Signal wires on met1:
Scale bar: 20 um.
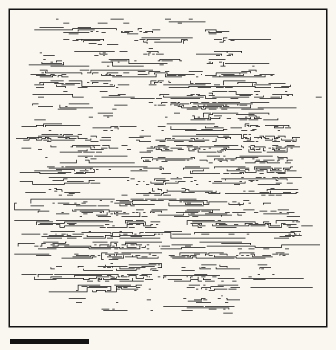
Met2 routing:
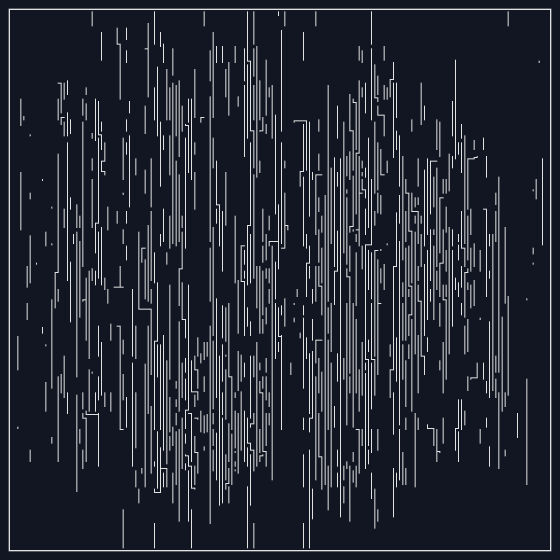
Signal wires on met3:
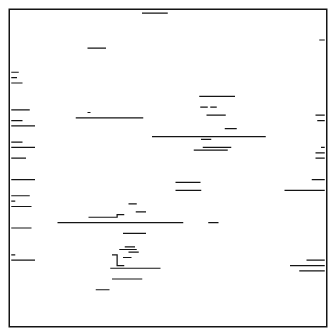
Port wiring:
Scale bar: 20 um.
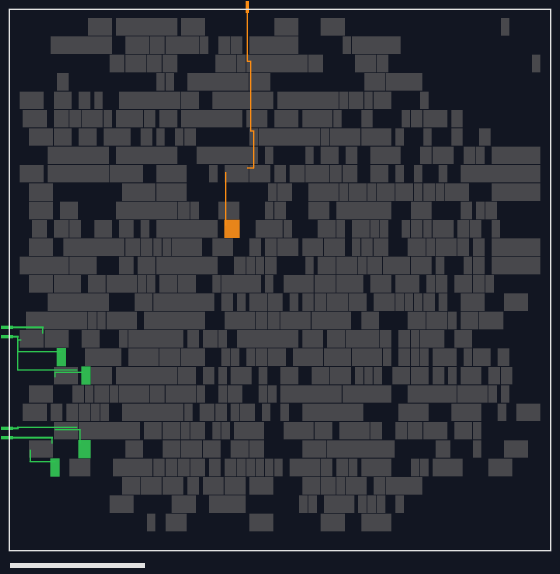
Congestion heat map:
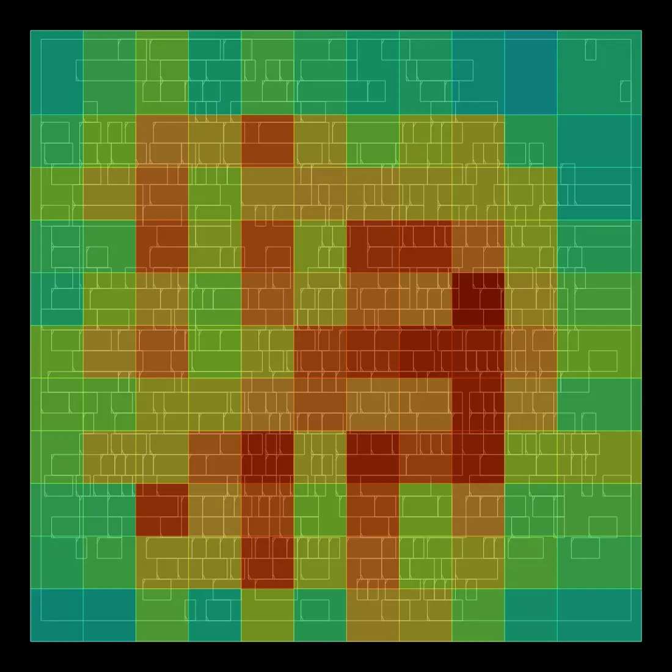
Design control_de_usuario, sky130hd; sources not shown.
==> deck_impl_summary.md <==
Flow Results at a Glance

Outcome
  • Run status: complete, no violations

Route
  • Antenna-violating nets left: 0
  • Post-detailed-route DRC marker count: 0
  • Post-detailed-route via-to-cell ratio: approximately 5.6
  • Number of detailed-route iterations in the first pass: 4
  • Initial detailed-routing violation count: about 160

Final layout
  • N_diodes: 0
  • Area growth from synthesis to layout: 36.06%
  • Dominant logic cell type in the layout: nand2_1
  • Final #Nets: between 400 and 500
  • Commonest cells after routing, fill and taps aside: nand2_1, inv_1, clkdlybuf4s50_1, o21ai_0
  • Flip-flop count of the largest register, all copies and words added: 4
  • Fillers: 500
  • Ratio of cells with drive above 1 in the final layout: between 10% and 20%

Worst setup path
  • Instance count on the critical path: 23
  • Signal arrival time at the worst endpoint: ~4500 ps
  • Ordered list of cells on the worst path: inv_1, ha_2, inv_2, ha_4, fa_2, ha_4, and2_4, nand2_1, a31oi_1, inv_1, ha_4, nor2b_1, o211ai_1, a211oi_2, a211oi_4, buf_6, buf_12, buf_4, mux2i_1, o221ai_1, nand3_1, o21ai_0, buf_12
  • Nature of the critical path endpoint: output pin
  • Kind of critical path: reg -> out
  • Worst reg2reg setup slack: 4120 ps
  • Maximum fanout encountered on the critical timing path: 5
  • Crit path DRT: ~5000 ps
  • Cell seen most often among critical-path stages: ha_4
  • Reg2reg path depth: 6
  • Kind of start point of the critical path: flop
  • Buf/Inv on CP: 7
  • Family with the most delay on the worst path: adder cells
  • Critical path's largest stage delay: about 610 ps
  • Slowest CP cell: fa_2

Logic synthesis
  • Most used DFF post-synth: dfrtp_1
  • Syn Std Cell Area: 0.002800 mm^2
  • Number of cells produced by synthesis: 366
  • Flip-flops with a built-in enable: 0
  • Register share after synthesis: ~18%
  • Synth top area cells: dfrtp_1, ha_1, o21ai_0
  • Number of library cell types mapped by synthesis: ~64
  • Biggest area consumer among synthesized cells: dfrtp_1
  • Warnings, synthesis: 6
  • Post-Synthesis Mean Instance Area: 7.651 um^2
  • Async SR Flop Fraction: 100.0%
  • Area figure in the yosys stat output: about 0.0028 mm^2
  • Synth flops: 20
  • Yosys cell count: 366
  • Fraction of post-synthesis cell area in the top cell type by area: roughly 18%

Floorplanning
  • Vertical die dimension: 80.02 um
  • Core Density at Floorplan: between 40% and 50%
  • Overall die width: roughly 80 um
  • Rows: 28
  • Core region area: slightly below 0.006 mm^2
  • Full die area: around 0.0064 mm^2

Job
  • MaxCap Viol Count: 0
  • Total number of warnings across the stage logs: 36

Global routing
  • Pin count of the biggest net entering global routing: 21
  • Initial antenna violation count: 0
  • GR Overflow Total: 0
  • Wire length of the first global-routing pass: between 10000 and 15000 um
  • Number of global-route vias before repair: approximately 2600

Place
  • Detailed placer's ending HPWL: about 5000 um
  • Worst slack, placed: 40.09 ps
  • Routability congestion estimate from global placement: between 0.8 and 0.9

Clock tree
  • Depth of the CTS H-tree: 1
  • Clk ins delay skew pair: roughly 250 ps
  • Number of buffers added by the clock tree synthesis step: 3
  • Total of hold buffers inserted after clock tree synthesis: 0
  • Clock tree from TritonCTS: done
  • Largest buffer count on any clock path: 2
  • Clk sinks: 20
  • Root Driver: clkbuf_8
  • Register clock-pin slew on the reported worst setup and hold paths: roughly 70 ps

Final timing
  • Min cycle time layout: 5118 ps
  • Transition time of the tightest slew-check pin: around 890 ps
  • Count of final setup violators: 0
  • RSZ-0062 raised after global routing: yes
  • Worst hold slack across all endpoints: approximately 420 ps
  • Hold Fails Final Rpt: 0
  • Post-route clock period utilization: 91.40%
  • Max transition margin: a little over 40%
  • Max-slew violation count: 0
  • F_max: between 0.15 and 0.2 GHz
  • Worst-case setup margin in the final layout: 481.7 ps
  • Final TNS setup: 0 ps

Worst hold path
  • Hold Crit Depth: 1
  • Worst min-delay path category: reg -> reg
-- 'signal wires on met1' (at the start) --
share of all routed wire: 44%
main direction: horizontal
grt met1 use: 29.63%
via count: 2886

-- 'met2 routing' (at the start) --
main direction: vertical
share of all routed wire: 51%
nets with wire on the layer: 397
wire length on this layer: 3770 um
met2 layer usage reported by global route: 41.97%
wire length reported by the detailed router: 7332 um

-- 'signal wires on met3' (at the start) --
longest straight run: 31.5 um
share of all routed wire: 4.0%
main direction: horizontal
wire length on this layer: 295 um
nets with wire on the layer: 49
M3 GR Usage: 2.514%

-- 'port wiring' (at the start) --
[orange] escritura | direction: output | end cells: 1 | buffers: 1 | wire: 32.8 um
[green] ADD | direction: output | end cells: 4 | buffers: 4 | wire: 60.3 um
Port Buffer Count: 40
top-level port count: 44

-- 'congestion heat map' (at the start) --
fin util: 64.73%
WL/cell: 14.15 um
GR Util All Layers: 23.20%

## logic make-up after synthesis
family	Yosys count	synth area share, %
mux	12	4.468
flops	20	17.87
simple gates	125	22.79
fa+ha+maj	34	15.46
buf+inv	55	9.249
other cells	1	0.1339
xor+xnor	10	3.128
compound gates	109	26.90
## per-stage QoR
step                      utilization, %  instance area [um^2]  cells
after floorplan                        -                  2890    390
after global placement             57.33                  3374    491
after detailed placement           57.33                  3374    491
after CTS                          60.61                  3567    504
after global routing               64.73                  3810    518
final                              64.73                  3810    518
## layout make-up
| cell class | count | area (um^2) | area share [%] |
|---|---|---|---|
| Timing Repair Buffer | 68 | 723.2 | 18.98 |
| Multi-Input combinational cell | 315 | 2310 | 60.62 |
| Sequential cell | 20 | 500.5 | 13.14 |
| Inverter | 37 | 141.4 | 3.711 |
| Clock buffer | 3 | 41.29 | 1.084 |
| Tap cell | 75 | 93.84 | 2.463 |
## worst reg2reg max path, cell delays in order (launching register included)
cell      delay, ps
dfrtp_1         500
inv_1            80
ha_1            210
nand2b_1        170
o21a_1          170
o21ai_0         130
nand2_1          70
## cell usage after synthesis (3+ instances only)
master / number
nand2b_1: 5
nor3_1: 7
o21bai_1: 3
nand2_1: 44
o211ai_1: 6
nor2b_1: 11
dfrtp_1: 20
o22a_1: 3
a31oi_1: 5
nand3_1: 15
mux2_2: 4
buf_4: 4
xor2_1: 5
a211oi_1: 6
xnor2_1: 5
buf_2: 6
o221ai_1: 3
and2_1: 3
buf_6: 4
a21oi_1: 18
a22o_1: 3
clkbuf_1: 4
ha_1: 33
a22oi_1: 3
nor2_1: 19
inv_1: 36
o21ai_0: 36
a221oi_1: 3
mux2i_1: 8
nor4_1: 4
## per-layer routing
| metal | track usage (%) | wire (um) | vias up |
|---|---|---|---|
| li1 | - | - | 1441 |
| met4 | 4.464 | 74 | 0 |
| met1 | 29.63 | 3195 | 1357 |
| met3 | 2.514 | 295 | 8 |
| met2 | 41.97 | 3768 | 80 |
| met5 | 0 | 0 | - |
## repair_timing
item	CTS	global route
setup buffers	10	14
endpoints found under the setup margin	8	8
pin swaps	5	13
gates resized	21	25
